<file path="src/rtl/generals_pkg.sv">
// Shared types for the PS/2 keyboard command path: game command codes,
// receiver FSM states, scan-code set 2 constants and the key map.
package generals_pkg;

    typedef enum logic [2:0] {
        KEY_NONE   = 3'd0,
        KEY_UP     = 3'd1,
        KEY_DOWN   = 3'd2,
        KEY_LEFT   = 3'd3,
        KEY_RIGHT  = 3'd4,
        KEY_SELECT = 3'd5,
        KEY_HALF   = 3'd6,
        KEY_ESC    = 3'd7
    } key_t;

    typedef enum logic [1:0] {
        RX_IDLE,
        RX_RECV,
        RX_CHECK
    } rx_state_t;

    localparam logic [7:0] SC_EXT   = 8'hE0;
    localparam logic [7:0] SC_BRK   = 8'hF0;
    localparam logic [7:0] SC_W     = 8'h1D;
    localparam logic [7:0] SC_S     = 8'h1B;
    localparam logic [7:0] SC_A     = 8'h1C;
    localparam logic [7:0] SC_D     = 8'h23;
    localparam logic [7:0] SC_UP_X  = 8'h75;
    localparam logic [7:0] SC_DN_X  = 8'h72;
    localparam logic [7:0] SC_LT_X  = 8'h6B;
    localparam logic [7:0] SC_RT_X  = 8'h74;
    localparam logic [7:0] SC_SPACE = 8'h29;
    localparam logic [7:0] SC_J     = 8'h3B;
    localparam logic [7:0] SC_Z     = 8'h1A;
    localparam logic [7:0] SC_ESC   = 8'h76;

    // Letter arrow aliases are accepted with or without an E0 prefix;
    // cursor-pad arrows need E0; all other keys need it absent.
    function automatic key_t map_scan(input logic ext, input logic [7:0] code);
        key_t k;
        k = KEY_NONE;
        case (code)
            SC_W:           k = KEY_UP;
            SC_S:           k = KEY_DOWN;
            SC_A:           k = KEY_LEFT;
            SC_D:           k = KEY_RIGHT;
            SC_UP_X:        if (ext)  k = KEY_UP;
            SC_DN_X:        if (ext)  k = KEY_DOWN;
            SC_LT_X:        if (ext)  k = KEY_LEFT;
            SC_RT_X:        if (ext)  k = KEY_RIGHT;
            SC_SPACE, SC_J: if (!ext) k = KEY_SELECT;
            SC_Z:           if (!ext) k = KEY_HALF;
            SC_ESC:         if (!ext) k = KEY_ESC;
            default:        k = KEY_NONE;
        endcase
        return k;
    endfunction

endpackage

</file>
<file path="src/rtl/ps2_rx_frame.sv">
// PS/2 frame receiver: pin synchronisers, falling-edge detect, 11-bit
// shift-in, start/parity/stop check and inter-edge timeout.
module ps2_rx_frame
    import generals_pkg::*;
#(
    parameter int unsigned TIMEOUT_CYCLES = 200_000,
    parameter int unsigned SYNC_STAGES    = 2
) (
    input  logic       clk,
    input  logic       rst_n,
    input  logic       ps2_clk,
    input  logic       ps2_data,
    output logic       byte_valid,
    output logic [7:0] rx_byte,
    output logic       err
);

    localparam int unsigned TIMER_W = $clog2(TIMEOUT_CYCLES);

    logic [SYNC_STAGES-1:0] clk_sync;
    logic [SYNC_STAGES-1:0] data_sync;
    logic                   clk_prev;
    logic                   fall;
    logic                   bit_in;
    rx_state_t              state;
    logic [3:0]             bit_cnt;
    logic [9:0]             frame;
    logic [TIMER_W-1:0]     timer;

    // Synchronise both pins (idle high) and keep the previous clock level.
    always_ff @(posedge clk or negedge rst_n) begin
        if (!rst_n) begin
            clk_sync  <= '1;
            data_sync <= '1;
            clk_prev  <= 1'b1;
        end else begin
            clk_sync  <= {clk_sync[SYNC_STAGES-2:0], ps2_clk};
            data_sync <= {data_sync[SYNC_STAGES-2:0], ps2_data};
            clk_prev  <= clk_sync[SYNC_STAGES-1];
        end
    end

    assign fall   = clk_prev & ~clk_sync[SYNC_STAGES-1];
    assign bit_in = data_sync[SYNC_STAGES-1];

    // Frame FSM. The check result is registered on entry to RX_CHECK so that
    // byte_valid/err are high exactly for the single RX_CHECK cycle.
    always_ff @(posedge clk or negedge rst_n) begin
        if (!rst_n) begin
            state      <= RX_IDLE;
            bit_cnt    <= '0;
            frame      <= '0;
            timer      <= '0;
            byte_valid <= 1'b0;
            rx_byte    <= '0;
            err        <= 1'b0;
        end else begin
            byte_valid <= 1'b0;
            err        <= 1'b0;
            case (state)
                RX_IDLE: begin
                    if (fall) begin
                        frame[0] <= bit_in;
                        bit_cnt  <= 4'd1;
                        timer    <= '0;
                        state    <= RX_RECV;
                    end
                end
                RX_RECV: begin
                    if (fall) begin
                        timer <= '0;
                        if (bit_cnt == 4'd10) begin
                            rx_byte <= frame[8:1];
                            if (!frame[0] && (^frame[9:1]) && bit_in)
                                byte_valid <= 1'b1;
                            else
                                err <= 1'b1;
                            state <= RX_CHECK;
                        end else begin
                            frame[bit_cnt] <= bit_in;
                            bit_cnt        <= bit_cnt + 4'd1;
                        end
                    end else if (timer == TIMER_W'(TIMEOUT_CYCLES - 1)) begin
                        err   <= 1'b1;
                        state <= RX_IDLE;
                    end else begin
                        timer <= timer + TIMER_W'(1);
                    end
                end
                RX_CHECK: state <= RX_IDLE;
                default:  state <= RX_IDLE;
            endcase
        end
    end

endmodule

</file>
<file path="src/rtl/ps2_keyboard_decoder.sv">
// PS/2 keyboard to game-command decoder: E0/F0 prefix tracking, scan-code
// mapping and registered keyboard_locker/keyboard_data/frame_err outputs.
// Optional macro PS2_TYPEMATIC_FILTER_EN: suppress repeated makes of a key
// that is already held down.
module ps2_keyboard_decoder
    import generals_pkg::*;
#(
    parameter int unsigned TIMEOUT_CYCLES = 200_000,
    parameter int unsigned SYNC_STAGES    = 2
) (
    input  logic       clk,
    input  logic       rst_n,
    input  logic       ps2_clk,
    input  logic       ps2_data,
    output logic       keyboard_locker,
    output logic [2:0] keyboard_data,
    output logic       frame_err
);

    logic       byte_valid;
    logic       rx_err;
    logic [7:0] rx_byte;
    logic       ext;
    logic       brk;
    key_t       key;
`ifdef PS2_TYPEMATIC_FILTER_EN
    logic [7:0] held;
`endif

    ps2_rx_frame #(
        .TIMEOUT_CYCLES(TIMEOUT_CYCLES),
        .SYNC_STAGES   (SYNC_STAGES)
    ) u_rx (
        .clk       (clk),
        .rst_n     (rst_n),
        .ps2_clk   (ps2_clk),
        .ps2_data  (ps2_data),
        .byte_valid(byte_valid),
        .rx_byte   (rx_byte),
        .err       (rx_err)
    );

    assign key = map_scan(ext, rx_byte);

    // Prefix flags, command strobe and held-key tracking.
    always_ff @(posedge clk or negedge rst_n) begin
        if (!rst_n) begin
            keyboard_locker <= 1'b0;
            keyboard_data   <= KEY_NONE;
            frame_err       <= 1'b0;
            ext             <= 1'b0;
            brk             <= 1'b0;
`ifdef PS2_TYPEMATIC_FILTER_EN
            held            <= '0;
`endif
        end else begin
            keyboard_locker <= 1'b0;
            frame_err       <= 1'b0;
            if (rx_err) begin
                frame_err <= 1'b1;
                ext       <= 1'b0;
                brk       <= 1'b0;
            end else if (byte_valid) begin
                if (rx_byte == SC_EXT) begin
                    ext <= 1'b1;
                end else if (rx_byte == SC_BRK) begin
                    brk <= 1'b1;
                end else begin
                    ext <= 1'b0;
                    brk <= 1'b0;
                    if (brk) begin
`ifdef PS2_TYPEMATIC_FILTER_EN
                        held[key] <= 1'b0;
`endif
                    end else if (key != KEY_NONE) begin
`ifdef PS2_TYPEMATIC_FILTER_EN
                        if (!held[key]) begin
                            keyboard_locker <= 1'b1;
                            keyboard_data   <= key;
                        end
                        held[key] <= 1'b1;
`else
                        keyboard_locker <= 1'b1;
                        keyboard_data   <= key;
`endif
                    end
                end
            end
        end
    end

endmodule

</file>
<file path="config.mk">
export PLATFORM = sky130hd
export DESIGN_NAME = ps2_keyboard_decoder
export DESIGN_NICKNAME = d
export VERILOG_FILES = /design/src/rtl/generals_pkg.sv /design/src/rtl/ps2_rx_frame.sv /design/src/rtl/ps2_keyboard_decoder.sv
export SDC_FILE = /design/constraint.sdc
export NUM_CORES = 1
export LEC_CHECK = 0
export ABC_AREA = 1
export CAP_MARGIN = 10
export CORE_MARGIN = 2
export CORE_UTILIZATION = 30
export CTS_CLUSTER_DIAMETER = 80
export DETAILED_ROUTE_END_ITERATION = 10
export GPL_TIMING_DRIVEN = 1
export PLACE_DENSITY = 0.41
export REMOVE_ABC_BUFFERS = 1
export SYNTH_ARGS = -nofsm -noshare
export SYNTH_HDL_FRONTEND = slang
export SYNTH_SLANG_ARGS = --single-unit
</file>
<file path="constraint.sdc">
create_clock -name clk -period 1.85 [get_ports clk]
set_clock_uncertainty 0.05 [all_clocks]
set_input_delay 0.555 -clock clk [delete_from_list [all_inputs] [get_ports clk]]
set_output_delay 0.555 -clock clk [all_outputs]
set_load 0.005 [all_outputs]
</file>
==> results.rst, run 1 <==
Implementation results
======================

.. list-table::
   :header-rows: 1

   * - Metric
     - Value
   * - Crit path time final
     - 1.76 ns
   * - Critical path data required time
     - 1.24 ns
   * - Vias in the first global route
     - 2700
   * - Count of buffers inserted at the top-level ports
     - 8
   * - Count leader, synth
     - sky130_fd_sc_hd__nand2_1
   * - Number of warnings in the stage logs
     - 29
   * - Die Ht
     - 107 um
   * - Comb. cell area
     - 0.00162 mm2
   * - Number of vias per cell
     - 4.64
   * - Worst Path Max Fanout
     - 2
   * - Setup bufs post-CTS
     - 0
   * - Met2 usage
     - 23.2%
   * - Clock tree from TritonCTS
     - built
   * - Static leakage power
     - 1.60 nW
   * - Number of antenna diodes
     - 0
   * - Pwr Total
     - 2.98 mW
   * - Outcome
     - finished, final reports clean
   * - CTS sink count
     - 56
   * - Unique cell type count in the Yosys netlist
     - 37
   * - Total number of placement rows
     - 37
   * - Number of DRC violations after detailed routing
     - 0
   * - Maximum clock frequency
     - 0.568 GHz
   * - Setup-failing EPs final
     - 0
   * - Later-pin clock latency in the skew report
     - 0.31 ns
   * - Width of the chip
     - 107 um
   * - Synthesized instance count
     - 412
   * - Antenna violations before repair
     - 0
   * - Reported max-cap violation count
     - 0
   * - Flop and latch count out of synthesis
     - 56
   * - Slowest stage delay, CP
     - 0.50 ns
   * - CP cell instances
     - clkdlybuf4s50_1
   * - Count of yosys warnings during synthesis
     - 0
   * - DRT antenna net count
     - 0
   * - Remaining global-route overflow
     - 0
   * - Mean instance size in the synthesized netlist
     - 7.80 um2
   * - Max H-tree Level
     - 2
   * - Slew headroom
     - 74.1%
   * - Area growth from synthesis to final layout
     - 15.3%
   * - Number of buffers between clock root and the deepest sink
     - 2
   * - Clock slew at the register clock pins of the worst setup and hold paths
     - 0.10 ns
   * - Period utilization
     - 95.2%
   * - Total number of nets in the final design
     - 446
   * - Hold violation count in the final report
     - 0
   * - Post-synthesis cell type with the largest combined area
     - sky130_fd_sc_hd__dfrtp_1
   * - Most used routing layer in global routing
     - met2
   * - Register cell area after layout
     - 0.00141 mm2
   * - Synth top area cells
     - sky130_fd_sc_hd__dfrtp_1, sky130_fd_sc_hd__nand2_1, sky130_fd_sc_hd__nand3_1
==> run 1: state kept, by name, summed over array words and instances, names as in the netlist, 2 cells and up <==
| name | cells |
|---|---|
| u_rx.rx_byte | 8 |
| u_rx.state | 2 |
| u_rx.data_sync | 2 |
| u_rx.frame | 10 |
| keyboard_data | 3 |
| u_rx.timer | 18 |
| u_rx.clk_sync | 2 |
| u_rx.bit_cnt | 4 |
==> run 1: path summary, 6_finish.rpt <==
| path | from | to | slack [ns] |
|---|---|---|---|
| setup / recovery | keyboard_data[1] | keyboard_data[1] | 0.09 |
| hold / removal | rst_n | u_rx.rx_byte[3] | 0.03 |
| setup reg to reg | u_rx.clk_prev | u_rx.timer[12] | 0.17 |
| hold reg to reg | u_rx.data_sync[0] | u_rx.data_sync[1] | 0.31 |
| max in group asynchronous | rst_n | u_rx.data_sync[1] | 1.23 |
| min in group clk | u_rx.data_sync[0] | u_rx.data_sync[1] | 0.31 |
==> run 1: per-stage QoR <==
step | worst slack (ns) | setup TNS [ns] | hold slack (ns) | cell area [um2]
2_1_floorplan | 0.0435 | 0 | 0.209 | 3170
3_3_place_gp | 0.100 | 0 | 0.296 | 3550
3_5_place_dp | 0.0836 | 0 | 0.297 | 3550
4_1_cts | 0.0583 | 0 | 0.0315 | 3660
5_1_grt | -0.00632 | -0.00632 | 0.0332 | 3700
6_report | 0.0880 | 0 | 0.0346 | 3700
==> run 1: cell type report <==
class | instances | share of cell area, %
timing repair buffer | 23 | 5.74
sequential | 56 | 38.0
multi-input combinational | 302 | 43.8
tap | 136 | 4.59
clock buffer | 7 | 2.06
inverter | 49 | 4.97
clock inverter | 1 | 0.811
==> run 1: cell families after synthesis <==
group                      share of synthesized area [%]
AOI/OAI and AO/OA                                   10.4
xor gates and xnor gates                            3.55
adders and majority gates                           1.95
buffers and inverters                               7.13
DFF                                                 43.8
and+or+nand+nor                                     33.2
==> run 1: report_power, final <==
group | total, mW | internal, mW | switching [mW] | leakage (nW)
Sequential | 1.46 | 1.34 | 0.114 | 0.750
Combinational | 0.717 | 0.291 | 0.426 | 0.802
Clock | 0.809 | 0.406 | 0.403 | 0.0524
Total | 2.98 | 2.04 | 0.943 | 1.60
==> run 1: per-layer routing <==
layer  routed length [um]  vias up
met1                 3770     1255
li1                     -     1384
met5                    0        -
met3                  148        7
met2                 3550       19
met4                   86        0
==> run 1: what timing repair did <==
| action | 4_1_cts | 5_1_grt |
|---|---|---|
| hold buffers | 0 | 0 |
| resized | 0 | 8 |
| setup endpoints to repair | 0 | 22 |
### Sizing map, run 1

Scale bar: 20 um.
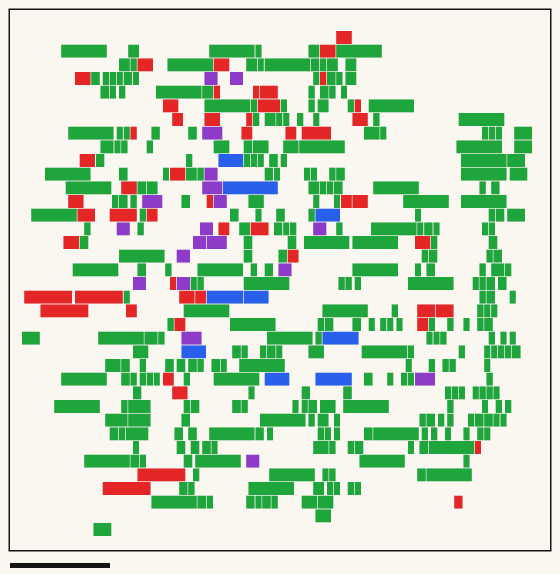
size	color	cells	share
drive 2	red	52	12%
drive 3 to 4	purple	19	4.3%
drive 1 or less	green	358	82%
drive 6 and up	blue	9	2.1%

### Placement by cell class, run 1

Scale bar: 20 um.
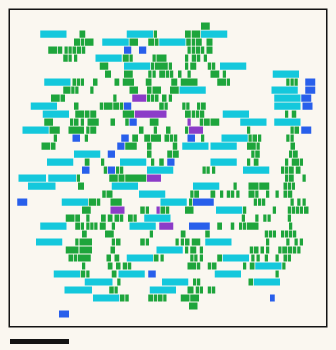
class	color	cells	share of their area
clock drivers and dummy loads	purple	8	3.0%
all other logic	green	351	51%
flip-flops	cyan	56	40%
other buffers and delay cells	blue	23	6.0%

### Gate-type map, run 1

Scale bar: 20 um.
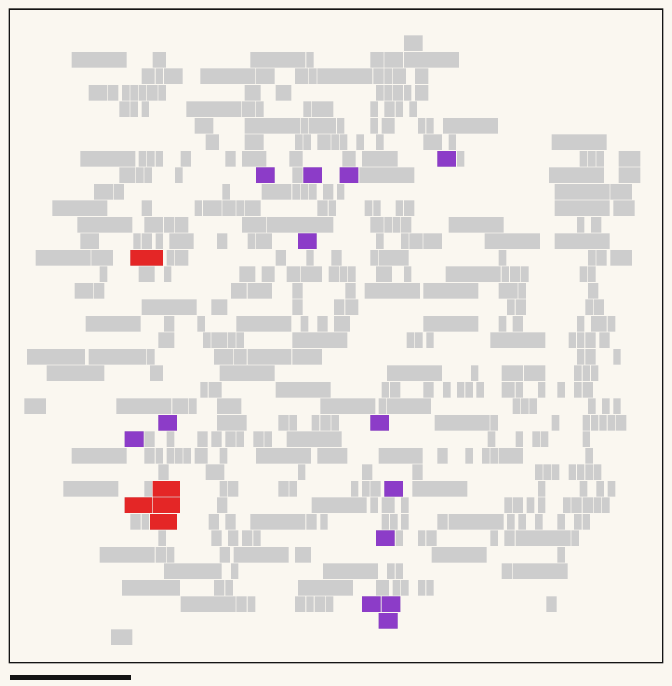
family	color	cells
adder and majority cells	red	5
XOR/XNOR gates	purple	13
multi-input combinational area share: 43.8%
most instantiated logic cell after routing: sky130_fd_sc_hd__nand2_1
post-route non-filler standard cell count: 574

==> run 1 -> run 2 <==
SLEW_MARGIN = 5   (was default)
### Placement by cell class, run 2

Scale bar: 20 um.
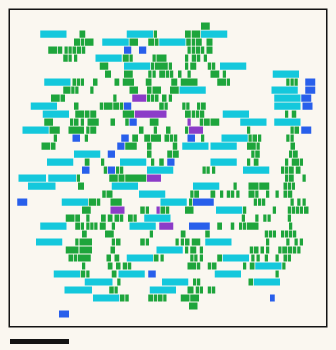
class	color	cells	share of their area
all other logic	green	351	51%
other buffers and delay cells	blue	23	6.0%
flip-flops	cyan	56	40%
clock drivers and dummy loads	purple	8	3.0%
Util after Layout: 35.7%
post-route design area: 0.00370 mm2
placeable core region: 0.0104 mm2

### Sequential cells colored by netlist name, run 2

Scale bar: 20 um.
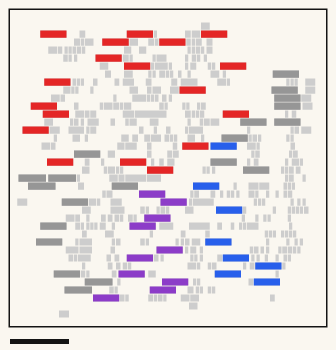
netlist name	color	flops
u_rx.timer	red	18
u_rx.rx_byte	blue	8
u_rx.frame	purple	10
not colored	20

==> run 2 against run 1 <==
  * First-iteration DRC count did not move
  * Non-clock buffer count unchanged
  * Die size stayed put
==> results.rst, run 2 <==
Implementation results
======================

.. list-table::
   :header-rows: 1

   * - Metric
     - Value
   * - Synthesized instance count
     - 412
   * - CTS sink count
     - 56
   * - Standard cell area after detailed placement
     - 0.00355 mm2
   * - CP cell instances
     - clkdlybuf4s50_1
   * - Total number of placement rows
     - 37
   * - Setup bufs post-CTS
     - 0
   * - Start point of the critical path
     - keyboard_data[1]
   * - Clock tree from TritonCTS
     - built
   * - Register cell area after layout
     - 0.00141 mm2
   * - Die Ht
     - 107 um
   * - Period utilization
     - 95.2%
   * - Largest registers in the final layout
     - u_rx.timer: 18 flops, u_rx.frame: 10 flops, u_rx.rx_byte: 8 flops
   * - Post-synthesis cell type with the largest combined area
     - sky130_fd_sc_hd__dfrtp_1
   * - Antenna violations before repair
     - 0
   * - Vias in the first global route
     - 2700
   * - Flop and latch count out of synthesis
     - 56
   * - Largest register by flop count
     - u_rx.timer
   * - Reported max-cap violation count
     - 0
   * - CP Data Arrival Time
     - 1.16 ns
   * - Count of buffers inserted at the top-level ports
     - 8
   * - Remaining global-route overflow
     - 0
   * - Count leader, synth
     - sky130_fd_sc_hd__nand2_1
   * - Hold violation count in the final report
     - 0
   * - Number of buffers between clock root and the deepest sink
     - 2
   * - Mean instance size in the synthesized netlist
     - 7.80 um2
   * - Comb. cell area
     - 0.00162 mm2
   * - Synth top area cells
     - sky130_fd_sc_hd__dfrtp_1, sky130_fd_sc_hd__nand2_1, sky130_fd_sc_hd__nand3_1
   * - Number of vias per cell
     - 4.64
   * - Outcome
     - finished, final reports clean
   * - Critical path data required time
     - 1.24 ns
   * - Total Die Area
     - 0.0115 mm2
   * - Crit path time final
     - 1.76 ns
   * - Cts-stage hold buffer count
     - 0
   * - Slew headroom
     - 74.1%
   * - Setup-failing EPs final
     - 0
   * - Worst Path Max Fanout
     - 2
   * - Total number of nets in the final design
     - 446
   * - Width of the chip
     - 107 um
   * - Number of DRC violations after detailed routing
     - 0
   * - Area growth from synthesis to final layout
     - 15.3%
   * - Flip-flop count of the largest register, all copies and words added
     - 18
   * - Later-pin clock latency in the skew report
     - 0.31 ns
   * - Startpoint of the lowest-slack register-to-register path
     - u_rx.clk_prev
   * - DRT antenna net count
     - 0
   * - Maximum clock frequency
     - 0.568 GHz
   * - Number of antenna diodes
     - 0
run 2: cell counts after synthesis:
No cell type changed its count.
run 2: area by class of cell:
type,count,area share [%]
Tap cell,136,4.59
Timing Repair Buffer,23,5.74
Sequential cell,56,38.0
Clock buffer,7,2.06
Inverter,49,4.97
Multi-Input combinational cell,302,43.8
Clock inverter,1,0.811
run 2: kinds of logic (layout without fill, tap and decap cells):
kind of cell               count (synthesis)  after routing  synth area share, %
DFF                                       56             56                 43.8
xor gates and xnor gates                  13             13                 3.55
and+or+nand+nor                          232            233                 33.2
adders and majority gates                  5              5                 1.95
AOI/OAI and AO/OA                         51             51                 10.4
buffers and inverters                     55             80                 7.13
run 2: path summary, 6_finish.rpt:
path	end	slack, ns	cells after the start
setup / recovery	keyboard_data[1]	0.09	1
hold / removal	u_rx.rx_byte[3]	0.03	1
setup reg to reg	u_rx.timer[12]	0.17	7
hold reg to reg	u_rx.data_sync[1]	0.31	0
max in group asynchronous	u_rx.data_sync[1]	1.23	2
min in group clk	u_rx.data_sync[1]	0.31	0
run 2: what timing repair did:
item                                    CTS  global route
gates resized                             0             8
endpoints found under the hold margin     0             0
endpoints found under the setup margin    0            22
run 2: report_power, final:
part | internal [mW] | total, mW | switching, mW
clock network | 0.406 | 0.809 | 0.403
registers | 1.34 | 1.46 | 0.114
logic | 0.291 | 0.717 | 0.426
run 2: metrics by stage:
stage                     hold WS [ns]   TNS, ns
after floorplan                  0.209         0
after CTS                       0.0315         0
after detailed placement         0.297         0
after global placement           0.296         0
final                           0.0346         0
after global routing            0.0332  -0.00632
run 2: per-layer routing:
layer | GRT usage (%) | wire length (um) | vias up
met4 | 3.85 | 86 | 0
met5 | 0 | 0 | -
met1 | 19.9 | 3770 | 1255
met2 | 23.2 | 3550 | 19
li1 | - | - | 1384
met3 | 2.00 | 148 | 7
Power and IR drop assume default switching activity.
